### Pin map

(4 px per um) Pins as bars across the die edge, other pins in grey.
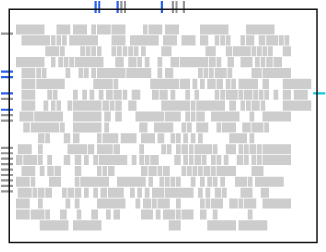
### Clock nets

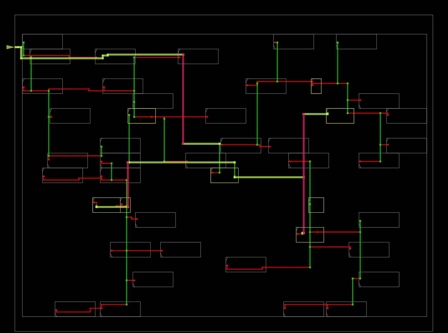
### Gate families picked out

(4 px per um)
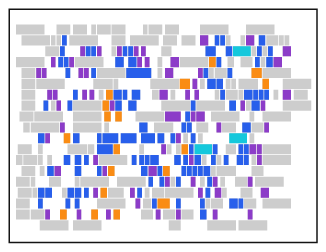
File: config.mk
export PLATFORM = sky130hd
export DESIGN_NAME = neuron_spike_rate_counter_flat
export DESIGN_NICKNAME = d
export VERILOG_FILES = /design/src/rtl/neuron_spike_rate_counter_if.sv /design/src/rtl/neuron_spike_rate_counter.sv /design/src/flat_wrapper.sv
export SDC_FILE = /design/constraint.sdc
export NUM_CORES = 1
export LEC_CHECK = 0
export ABC_AREA = 1
export CAP_MARGIN = 10
export CORE_ASPECT_RATIO = 0.75
export CORE_MARGIN = 1
export CORE_UTILIZATION = 50
export DETAILED_ROUTE_END_ITERATION = 12
export GPL_TIMING_DRIVEN = 0
export PLACE_DENSITY = 0.73
export SLEW_MARGIN = 20
export SYNTH_ARGS = -nofsm -noshare
export SYNTH_HDL_FRONTEND = slang
export SYNTH_SLANG_ARGS = --single-unit
File: constraint.sdc
create_clock -name clk -period 5.3 [get_ports clk]
set_input_delay 0.53 -clock clk [delete_from_list [all_inputs] [get_ports clk]]
set_output_delay 0.53 -clock clk [all_outputs]
set_load 0.01 [all_outputs]
File: src/rtl/neuron_spike_rate_counter_if.sv
// Result port of the spike rate counter: one count/saturation pair
// qualified by valid, accepted by the consumer with ready.
interface neuron_spike_rate_counter_if #(
    parameter int CNT_W = 8
);
    logic [CNT_W-1:0] out_count;
    logic             out_sat;
    logic             out_valid;
    logic             out_ready;

    modport master (output out_count, output out_sat, output out_valid, input out_ready);
    modport slave  (input out_count, input out_sat, input out_valid, output out_ready);
endinterface

File: src/rtl/neuron_spike_rate_counter.sv
// Counts neuron fire samples over back-to-back windows of enabled cycles and
// hands each window's count to readout through a one-entry result register.
module neuron_spike_rate_counter #(
    parameter int CNT_W = 8,
    parameter int WIN_W = 8
) (
    input  logic                        clk,
    input  logic                        rst_n,
    input  logic                        ena,
    input  logic                        spike_in,
    input  logic                        run,
    input  logic [WIN_W-1:0]            cfg_win,
    neuron_spike_rate_counter_if.master out_if,
    output logic                        lost,
    output logic                        busy,
    output logic                        dbg_state
);
    typedef enum logic {IDLE = 1'b0, COUNT = 1'b1} state_t;

    localparam logic [CNT_W-1:0] CNT_MAX = '1;
    localparam logic [WIN_W-1:0] WIN_ONE = WIN_W'(1);

    state_t           state, state_nx;
    logic [WIN_W-1:0] win_len, win_cnt;
    logic [CNT_W-1:0] acc, acc_nx;
    logic             sat_flag, sat_nx;
    logic             start, step, win_end, take;

    // Handshake: a result transfers on an edge where out_valid && out_ready;
    // out_count/out_sat hold while out_valid is high and unread, and
    // out_ready has no effect while out_valid is low.
    assign take      = out_if.out_valid && out_if.out_ready;
    assign busy      = (state == COUNT);
    assign dbg_state = state;

    always_comb begin
        state_nx = state;
        start    = 1'b0;
        step     = 1'b0;
        win_end  = 1'b0;
        acc_nx   = acc;
        sat_nx   = sat_flag;
        case (state)
            IDLE: begin
                if (run) begin
                    start    = 1'b1;
                    state_nx = COUNT;
                end
            end
            COUNT: begin
                if (ena) begin
                    step = 1'b1;
                    if (spike_in) begin
                        if (acc == CNT_MAX) sat_nx = 1'b1;
                        else                acc_nx = acc + 1'b1;
                    end
                    // The closing sample is folded into acc_nx, so the result
                    // leaves on the same edge that samples it.
                    if (win_cnt == win_len - WIN_ONE) begin
                        win_end = 1'b1;
                        if (run) start    = 1'b1;
                        else     state_nx = IDLE;
                    end
                end
            end
            default: state_nx = IDLE;
        endcase
    end

    always_ff @(posedge clk) begin
        if (!rst_n) begin
            state    <= IDLE;
            win_len  <= WIN_ONE;
            win_cnt  <= '0;
            acc      <= '0;
            sat_flag <= 1'b0;
        end else begin
            state <= state_nx;
            if (start) begin
                win_len  <= (cfg_win == '0) ? WIN_ONE : cfg_win;
                win_cnt  <= '0;
                acc      <= '0;
                sat_flag <= 1'b0;
            end else if (step) begin
                win_cnt  <= win_cnt + WIN_ONE;
                acc      <= acc_nx;
                sat_flag <= sat_nx;
            end
        end
    end

    always_ff @(posedge clk) begin
        if (!rst_n) begin
            out_if.out_count <= '0;
            out_if.out_sat   <= 1'b0;
            out_if.out_valid <= 1'b0;
            lost             <= 1'b0;
        end else begin
            if (start && state == IDLE) lost <= 1'b0;
            if (win_end) begin
                if (!out_if.out_valid || take) begin
                    out_if.out_count <= acc_nx;
                    out_if.out_sat   <= sat_nx;
                    out_if.out_valid <= 1'b1;
                end else begin
                    lost <= 1'b1;
                end
            end else if (take) begin
                out_if.out_valid <= 1'b0;
            end
        end
    end
endmodule

File: src/flat_wrapper.sv
// flat-port wrapper written by rule: the top's interface ports become plain ports
module neuron_spike_rate_counter_flat 
#(
    parameter int CNT_W = 8,
    parameter int WIN_W = 8
)
  (clk, rst_n, ena, spike_in, run, cfg_win, lost, busy, dbg_state, out_if_out_count, out_if_out_sat, out_if_out_valid, out_if_out_ready);
  neuron_spike_rate_counter_if #(.CNT_W(CNT_W)) out_if_i ();
  input  logic clk;
  input  logic rst_n;
  input  logic ena;
  input  logic spike_in;
  input  logic run;
  input  logic [WIN_W-1:0] cfg_win;
  output logic lost;
  output logic busy;
  output logic dbg_state;
  output wire logic [$bits(out_if_i.out_count)-1:0] out_if_out_count;
  output wire logic [$bits(out_if_i.out_sat)-1:0] out_if_out_sat;
  output wire logic [$bits(out_if_i.out_valid)-1:0] out_if_out_valid;
  input wire logic [$bits(out_if_i.out_ready)-1:0] out_if_out_ready;
  assign out_if_out_count = out_if_i.out_count;
  assign out_if_out_sat = out_if_i.out_sat;
  assign out_if_out_valid = out_if_i.out_valid;
  assign out_if_i.out_ready = out_if_out_ready;
  neuron_spike_rate_counter #(.CNT_W(CNT_W), .WIN_W(WIN_W)) u_core (.clk(clk), .rst_n(rst_n), .ena(ena), .spike_in(spike_in), .run(run), .cfg_win(cfg_win), .out_if(out_if_i), .lost(lost), .busy(busy), .dbg_state(dbg_state));
endmodule
==> out/qor.txt <==
Internal = 423 uW
final setup fails = 0
Placed Cells = 384
clock network fraction of total power = 32.8%
Switching Fraction = 29.5%
Max Transition Viols Final = 0
worst vdd ir = 0.155 mV
gr usage total = 21.7%
P_sw = 177 uW
Sequential Power Share = 49.5%
dpl ws = 2.96 ns
Initial DRC Count = 93
status = finished clean
vias per cell = 4.76
Worst Skew = 0.00825 ns
vias in the first global route = 1568
Seq share, synth = 35.5%
clock group power = 197 uW
Netlist cell types = 31
Routed WL = 4.39 mm
Row Count = 19
DIE AREA = 4430 um^2
Seq cells post-synth = 37
cells on worst reg2reg path = 13
Fin. Hold Viols = 0
DR DRC count = 0
max frequency = 485 MHz
largest net degree at the start of global routing = 13
min Tclk post-route = 2.06 ns
IO Count = 27
cts hold-fix bufs = 0
leading power group = registers
crit start category = primary input
Pre-antenna DRT Iters = 4
post-DR wirelength/cell = 11.2 um
post-synth net total = 325
pwr dens = 242 nW/um^2
Yosys Chip Area = 2080 um^2
WS Path Type = primary input to flop
total congestion overflow = 0
unrepaired setup endpoints after global routing = no
Notes on 'Pin map' above:
legend:
  out_if_out_count:
    colour: blue
    pins: 8
    direction: output
    edge: 4 top, 4 left
  spike_in:
    colour: cyan
    pins: 1
    direction: input
    edge: right
all pins by edge: 17 left, 9 top, 1 right
Die Ht: 57.9 um
IO buf count: 24
Chip Width: 76.6 um

Notes on 'Clock nets' above:
CTS sink count: 37
Clock buffer cells: 5

Notes on 'Gate families picked out' above:
legend:
  adder and majority cells:
    colour: cyan
    cells: 3
  inverting AOI/OAI gates:
    colour: orange
    cells: 18
  NOR gates:
    colour: purple
    cells: 67
    where: all over the die
  NAND gates:
    colour: blue
    cells: 106
Commonest Layout Cell: nand2_1
Comb area share: 44.2%
Layout Cells excl Fill: 392

## Yosys cell counts
cell type | n | area (um^2)
a21oi_1 | 11 | 55.1
a31o_2 | 1 | 8.76
buf_1 | 1 | 3.75
buf_12 | 1 | 20.0
buf_2 | 3 | 15.0
buf_4 | 1 | 7.51
buf_6 | 1 | 11.3
clkbuf_1 | 1 | 3.75
dfxtp_1 | 37 | 741
ha_1 | 3 | 37.5
inv_1 | 48 | 180
inv_2 | 2 | 7.51
mux2i_1 | 1 | 10.0
nand2_1 | 65 | 244
nand2_4 | 3 | 33.8
nand3_1 | 23 | 115
nand3_2 | 1 | 10.0
nand3_4 | 1 | 17.5
nand3b_1 | 1 | 7.51
nand4_1 | 12 | 75.1
nor2_1 | 52 | 195
nor2_2 | 11 | 68.8
nor2_4 | 1 | 11.3
nor3_1 | 3 | 15.0
o21ai_0 | 3 | 15.0
o21ai_1 | 1 | 5.00
o21ai_2 | 1 | 8.76
o21bai_1 | 2 | 15.0
or2_1 | 1 | 6.26
xnor2_1 | 5 | 43.8
xor2_1 | 11 | 96.3
## flip-flops by register name, indices dropped and copies added (netlist names)
name                     count
u_core.lost                  1
u_core.win_cnt               8
u_core.win_len               8
u_core.out_if.out_valid      1
u_core.acc                   8
u_core.sat_flag              1
u_core.out_if.out_count      8
u_core.out_if.out_sat        1
u_core.busy                  1
## critical path, stage by stage
cell and delay (ns):
clkdlybuf4s50_1 0.49, nand2_1 0.16, nor2_1 0.31, nand3_1 0.15
xnor2_1 0.15, nor2_1 0.20, nand4_1 0.14, nand2_1 0.08
nor2_1 0.05
## routing by layer
layer  share of wire (%)  track usage, %  routed length (um)  vias up
met5                   0               0                   0        -
met1                  54            30.8                2390      806
met2                  39            32.4                1720       43
met4                 1.5            6.59                  65        0
li1                    -               -                   -     1009
met3                 4.9            5.35                 215        9
## cell type report
cell class / instances / area, um^2
flip-flops and latches: 37 / 741
inverters: 50 / 188
fillers: 356 / 1350
repair buffers: 24 / 240
multi-input cells: 213 / 1090
clock buffers: 5 / 68.8
plain buffers: 8 / 61.3
clock inverters: 3 / 17.5
well taps: 52 / 65.1
## stage by stage
step	util [%]	hold slack [ns]	power [mW]
6_report	64.7	0.494	0.599
5_1_grt	64.7	0.512	0.630
3_3_place_gp	62.4	0.479	0.407
4_1_cts	64.7	0.495	0.606
2_1_floorplan	-	0.452	0.377
3_5_place_dp	62.4	0.481	0.409
## path summary, 6_finish.rpt
check | from | to | slack (ns)
hold reg to reg | u_core.out_if.out_count[1]$_SDFFE_PN0P_ | u_core.out_if.out_count[1]$_SDFFE_PN0P_ | 0.49
setup reg to reg | u_core.win_len[0]$_SDFFE_PN1P_ | u_core.acc[4]$_SDFFE_PP0P_ | 3.30
hold / removal | u_core.out_if.out_count[1]$_SDFFE_PN0P_ | u_core.out_if.out_count[1]$_SDFFE_PN0P_ | 0.49
setup / recovery | ena | u_core.out_if.out_count[4]$_SDFFE_PN0P_ | 3.24
## logic make-up after synthesis
family                   synth area share (%)
flip-flops                               35.5
AND-OR/OR-AND                            5.16
XOR/XNOR                                 6.72
adder cells (fa/ha/maj)                  1.80
multiplexers                            0.480
AND/OR/NAND/NOR                          38.4
buffers and inverters                    11.9
Power figures rest on the tool's default switching activity, not on a simulated workload.
